clocks.png
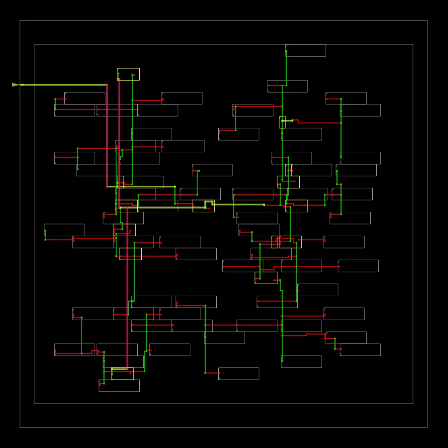
layer_met3.png
Bar = 20 um.
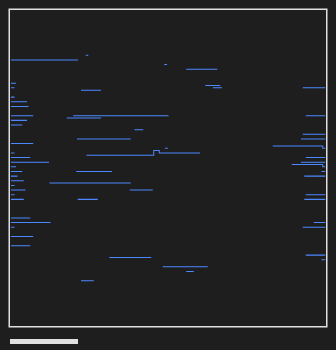
<file path="config.mk">
export PLATFORM = sky130hd
export DESIGN_NAME = skid_pipe_register
export DESIGN_NICKNAME = d
export VERILOG_FILES = /design/src/rtl/skid_pipe_register_pkg.sv /design/src/rtl/pipe_stage.sv /design/src/rtl/skid_pipe_register.sv
export SDC_FILE = /design/constraint.sdc
export NUM_CORES = 1
export LEC_CHECK = 0
export ABC_AREA = 1
export CAP_MARGIN = 40
export CORE_MARGIN = 3
export CORE_UTILIZATION = 44
export CTS_CLUSTER_DIAMETER = 50
export DETAILED_ROUTE_END_ITERATION = 12
export PLACE_DENSITY = 0.74
export SLEW_MARGIN = 20
export SYNTH_ARGS = -nofsm -noshare
export SYNTH_HDL_FRONTEND = slang
export SYNTH_SLANG_ARGS = --single-unit
</file>
<file path="constraint.sdc">
create_clock -name clk -period 2.08 [get_ports clk]
set_input_delay 0.416 -clock clk [delete_from_list [all_inputs] [get_ports clk]]
set_output_delay 0.416 -clock clk [all_outputs]
set_load 0.01 [all_outputs]
</file>
<file path="src/rtl/skid_pipe_register_pkg.sv">
// Shared types and helpers for skid_pipe_register and its pipe_stage instances.
package skid_pipe_register_pkg;

  // Occupancy of one pipeline stage; the data word travels alongside it.
  typedef enum logic {
    StEmpty = 1'b0,
    StFull  = 1'b1
  } stage_occ_e;

  // Counter width able to hold 0..DEPTH+1 (all stages plus the optional skid entry).
  function automatic int unsigned cnt_width(input int unsigned depth);
    return $clog2(depth + 2);
  endfunction

endpackage

</file>
<file path="src/rtl/pipe_stage.sv">
// One valid/data pipeline register: synchronous flush beats load; async reset loads RST_VAL.
module pipe_stage
  import skid_pipe_register_pkg::*;
#(
  parameter int unsigned      WIDTH   = 32,
  parameter logic [WIDTH-1:0] RST_VAL = '0
) (
  input  logic             clk,
  input  logic             rst,
  input  logic             load,
  input  logic             flush,
  input  logic             in_valid,
  input  logic [WIDTH-1:0] in_data,
  output logic             valid,
  output logic [WIDTH-1:0] data
);

  stage_occ_e       occ_q, occ_d;
  logic [WIDTH-1:0] data_q, data_d;

  always_comb begin
    occ_d  = occ_q;
    data_d = data_q;
    if (flush) begin
      occ_d  = StEmpty;
      data_d = '0;
    end else if (load) begin
      occ_d  = in_valid ? StFull : StEmpty;
      data_d = in_data;
    end
  end

  always_ff @(posedge clk or posedge rst) begin
    if (rst) begin
      occ_q  <= StEmpty;
      data_q <= RST_VAL;
    end else begin
      occ_q  <= occ_d;
      data_q <= data_d;
    end
  end

  assign valid = (occ_q == StFull);
  assign data  = data_q;

endmodule

</file>
<file path="src/rtl/skid_pipe_register.sv">
// Valid/ready pipeline of DEPTH pipe_stage registers with same-cycle bubble collapse.
// Define SKID_PIPE_REGISTER_SKID_EN to add a one-entry input skid buffer with registered in_ready.
module skid_pipe_register
  import skid_pipe_register_pkg::*;
#(
  parameter int unsigned      WIDTH   = 32,
  parameter int unsigned      DEPTH   = 2,
  parameter logic [WIDTH-1:0] RST_VAL = '0,
  localparam int unsigned     CNT_W   = cnt_width(DEPTH)
) (
  input  logic             clk,
  input  logic             rst,
  input  logic             en,
  input  logic             flush,
  input  logic             in_valid,
  output logic             in_ready,
  input  logic [WIDTH-1:0] in_data,
  output logic             out_valid,
  input  logic             out_ready,
  output logic [WIDTH-1:0] out_data,
  output logic [CNT_W-1:0] count
);

  logic [DEPTH-1:0] valid_q;
  logic [WIDTH-1:0] data_q [DEPTH];
  logic [DEPTH:0]   stage_rdy;
  logic [DEPTH-1:0] load;
  logic [DEPTH-1:0] src_valid;
  logic [WIDTH-1:0] src_data [DEPTH];
  logic             head_valid;
  logic [WIDTH-1:0] head_data;
  logic [CNT_W-1:0] stage_cnt;

  // Readiness ripples back from the output, so any hole lets every stage behind it advance.
  always_comb begin
    stage_rdy        = '0;
    stage_rdy[DEPTH] = out_ready;
    for (int k = int'(DEPTH) - 1; k >= 0; k--) begin
      stage_rdy[k] = ~valid_q[k] | stage_rdy[k+1];
    end
  end

  assign load = {DEPTH{en}} & stage_rdy[DEPTH-1:0];

  always_comb begin
    src_valid    = '0;
    src_valid[0] = head_valid;
    src_data[0]  = head_data;
    for (int k = 1; k < int'(DEPTH); k++) begin
      src_valid[k] = valid_q[k-1];
      src_data[k]  = data_q[k-1];
    end
  end

  for (genvar k = 0; k < DEPTH; k++) begin : g_stage
    pipe_stage #(
      .WIDTH   (WIDTH),
      .RST_VAL (RST_VAL)
    ) u_stage (
      .clk      (clk),
      .rst      (rst),
      .load     (load[k]),
      .flush    (flush),
      .in_valid (src_valid[k]),
      .in_data  (src_data[k]),
      .valid    (valid_q[k]),
      .data     (data_q[k])
    );
  end

  assign out_valid = valid_q[DEPTH-1] & en & ~flush;
  assign out_data  = data_q[DEPTH-1] & {WIDTH{~flush}};

  always_comb begin
    stage_cnt = '0;
    for (int k = 0; k < int'(DEPTH); k++) begin
      stage_cnt = stage_cnt + CNT_W'(valid_q[k]);
    end
  end

`ifdef SKID_PIPE_REGISTER_SKID_EN
  logic             skid_valid_q, skid_valid_d;
  logic [WIDTH-1:0] skid_data_q, skid_data_d;
  logic             accept;

  // in_ready depends only on the skid register, cutting the path from out_ready and en.
  assign in_ready   = ~skid_valid_q & ~rst;
  assign accept     = in_valid & in_ready;
  assign head_valid = skid_valid_q | in_valid;
  assign head_data  = skid_valid_q ? skid_data_q : in_data;

  always_comb begin
    skid_valid_d = skid_valid_q;
    skid_data_d  = skid_data_q;
    if (flush) begin
      skid_valid_d = 1'b0;
      skid_data_d  = '0;
    end else if (skid_valid_q) begin
      if (load[0]) begin
        skid_valid_d = 1'b0;
      end
    end else if (accept && !load[0]) begin
      skid_valid_d = 1'b1;
      skid_data_d  = in_data;
    end
  end

  always_ff @(posedge clk or posedge rst) begin
    if (rst) begin
      skid_valid_q <= 1'b0;
      skid_data_q  <= RST_VAL;
    end else begin
      skid_valid_q <= skid_valid_d;
      skid_data_q  <= skid_data_d;
    end
  end

  assign count = stage_cnt + CNT_W'(skid_valid_q);
`else
  assign in_ready   = en & stage_rdy[0] & ~flush & ~rst;
  assign head_valid = in_valid;
  assign head_data  = in_data;
  assign count      = stage_cnt;
`endif

endmodule

</file>
==> flow_metrics.py <==
# Flow results
metrics = {
    "yosys": {
        "edf_count": 0,
        "yosysWarnings": 0,
        "synthSimpleGateAreaFrac": 0.2738,
        "syn-mean-instance-area_sq_um": 8.186,
        "ys_cells": 402,
        "floorplan.nets": 441,
        "numSynthFlops": 66,
        "top_logic_kind": "simple AND/OR/NAND/NOR gates",
        "yosys.area.top_type_share": 0.5019,
        "ys_seq_share": 0.5019,
        "synth-async-reset-ratio": 1.000,
        "yosys.cell_types.count": 19,
        "synthCells": 402,
        "flop_cell": "dfrtp_1",
        "top_area_cell": "dfrtp_1",
        "synth.area.mux_share": 0,
        "top_cells_by_count": "nand2_1 (117), inv_1 (67), dfrtp_1 (66)",
        "mappedNetlistArea_sq_um": 3291,
        "aoi_share": 0.08593,
        "synth_top_cell_by_count": "nand2_1",
    },
    "final_timing": {
        "clock.fmax_ghz": 0.4937,
        "rsz0062_at_grt": "false",
        "worst_pin_slew_ns": 0.4406,
        "finalClockPeriodUsage": 0.9739,
        "fin_crit_ns": 2.026,
        "slew_viol_final": 0,
    },
    "placed_design": {
        "gp_congestion": 0.8038,
        "port_buffers": 73,
        "dp_hpwl_um": 5281,
        "place_inst": 586,
    },
    "cells_and_area": {
        "area_delta_synth_final_pct": 40.30,
        "layout_top_cell": "nand2_1",
        "fin_cells": 605,
        "fill_cells": 586,
        "mostFrequentLayoutCells": "nand2_1 (117), inv_1 (66), dfrtp_1 (65), clkdlybuf4s50_1 (54), buf_4 (40)",
        "drive_gt1_frac": 0.2141,
        "diodes": 0,
        "finish.net_count": 545,
    },
    "global_routing": {
        "grt_antenna_before_repair": 0,
        "grt_max_degree": 50,
        "grt_overflow": 0,
        "grt.total_usage": 0.2012,
        "grt_pass1_vias": 2855,
    },
    "worst_setup_path": {
        "arrival_ns": 1.61,
        "critPathLaunchType": "input pin",
        "endpoint_kind": "primary output",
        "critPathMaxFanout": 16,
    },
    "floorplan": {
        "dieArea_sq_um": 8553,
        "die_y_um": 92.48,
        "die_x_um": 92.48,
        "ios": 74,
        "rows": 30,
        "fp.coreArea_sq_um": 7019,
    },
    "clocking": {
        "clk_pin_slew_ns": 0.06,
        "clk_path_buf_depth": 2,
        "clock_latency_ns": 0.33,
        "cts_root_buf": "clkbuf_8",
    },
    "pwr": {
        "combPwrFrac": 0.157,
        "p_per_area_nw_per_um2": 579.6,
        "p_int_w": 0.001996,
        "swShare": 0.2543,
        "p_switching_w": 0.0006805,
        "irDropWorstVdd_uv": 380.3,
        "seq_power_share": 0.508,
    },
    "detailed_routing": {
        "first_iter_violations": 152,
        "first_pass_iters": 4,
        "drtAntennaViolNets": 0,
        "drt_wl_total_um": 7991,
        "route.vias.total": 2874,
        "remaining_drc_errors": 0,
        "vias_per_cell": 4.750,
    },
    "flow_run": {
        "warnings": 26,
    },
    "outcome": {
        "status": "finished clean",
    },
}
Back to the opening pictures, clocks.png:
Flops: 66
clock sinks: 66
Num CTS Buffers: 9

Back to the opening pictures, layer_met3.png:
wire length on this layer: 397 um
longest straight run: 27.6 um
share of all routed wire: 5.0%
nets with wire on the layer: 58
main direction: horizontal

## what timing repair did
item | 4_1_cts | 5_1_grt
resized | 11 | 12
endpoints found under the setup margin | 35 | 28
gates cloned | 2 | 0
hold buffers | 0 | 0
hold endpoints to repair | 0 | 0
pin swaps | 0 | 0
buffers inserted | 2 | 1
## worst max-delay path, stage by stage
cell	delay [ns]
clkdlybuf4s15_1	0.24
clkinv_4	0.14
buf_12	0.15
nand2_1	0.08
inv_1	0.06
clkdlybuf4s50_1	0.52
## per-layer routing
| metal | vias to the layer above | track usage | share of wire | wire, um |
|---|---|---|---|---|
| met5 | - | 0 | 0 | 0 |
| met4 | 0 | 0.07178 | 0.014 | 113 |
| met3 | 8 | 0.03006 | 0.050 | 397 |
| met2 | 80 | 0.3221 | 0.47 | 3767 |
| met1 | 1346 | 0.2783 | 0.46 | 3712 |
| li1 | 1440 | - | - | - |
## sequential cells by signal, indices dropped and copies added, names as in the netlist
register,cells
g_stage.u_stage.valid,2
g_stage.u_stage.data,64
## power groups by stage
stage	combinational, W	clock, W	sequential (W)
6_report	0.000421	0.000896	0.00136
5_1_grt	0.000463	0.000965	0.00136
4_1_cts	0.000422	0.000905	0.00136
3_5_place_dp	0.000403	0	0.00138
3_3_place_gp	0.000396	0	0.00138
2_1_floorplan	0.000225	0	0.00138
## final timing paths
path	cells past startpoint	from	endpoint	slack, ns
min	2	rst	g_stage[1].u_stage.data[5]$_DFFE_PP0P_	0.44
max	6	flush	out_data[8]	0.05
max in group asynchronous	3	rst	g_stage[0].u_stage.data[11]$_DFFE_PP0P_	1.14
min reg2reg	2	g_stage[1].u_stage.data[5]$_DFFE_PP0P_	g_stage[1].u_stage.data[5]$_DFFE_PP0P_	0.55
max reg2reg	4	g_stage[1].u_stage.valid$_DFFE_PP0P_	g_stage[1].u_stage.data[25]$_DFFE_PP0P_	0.83
min in group clk	2	g_stage[1].u_stage.data[5]$_DFFE_PP0P_	g_stage[1].u_stage.data[5]$_DFFE_PP0P_	0.55
## cell families (layout without fill, tap and decap cells)
| kind of cell | Yosys count | in the layout |
|---|---|---|
| flip-flops | 66 | 66 |
| AND-OR/OR-AND | 34 | 34 |
| adder cells (fa/ha/maj) | 1 | 1 |
| AND/OR/NAND/NOR | 204 | 204 |
| buffers and inverters | 97 | 204 |
## per-stage QoR
step	setup slack (ns)	power, W	instance area (sq um)	setup TNS (ns)	hold slack [ns]
6_report	0.05435	0.002676	4617	0	0.4425
5_1_grt	0.006018	0.002792	4617	0	0.4708
4_1_cts	0.0004108	0.002687	4581	0	0.4500
3_5_place_dp	-0.2783	0.001786	4355	-7.487	0.5426
3_3_place_gp	-0.2569	0.001777	4355	-7.550	0.5312
2_1_floorplan	0.009195	0.001603	3291	0	0.5076
## final cells by class
cell class	count	area, sq um	share of cell area
Clock buffer	14	152.6	0.03306
Inverter	69	264.0	0.05718
Multi-Input combinational cell	239	1196	0.2591
Sequential cell	66	1653	0.3580
Tap cell	96	120.1	0.02602
Timing Repair Buffer	121	1231	0.2667
Power is estimated from default activity; no workload was simulated.
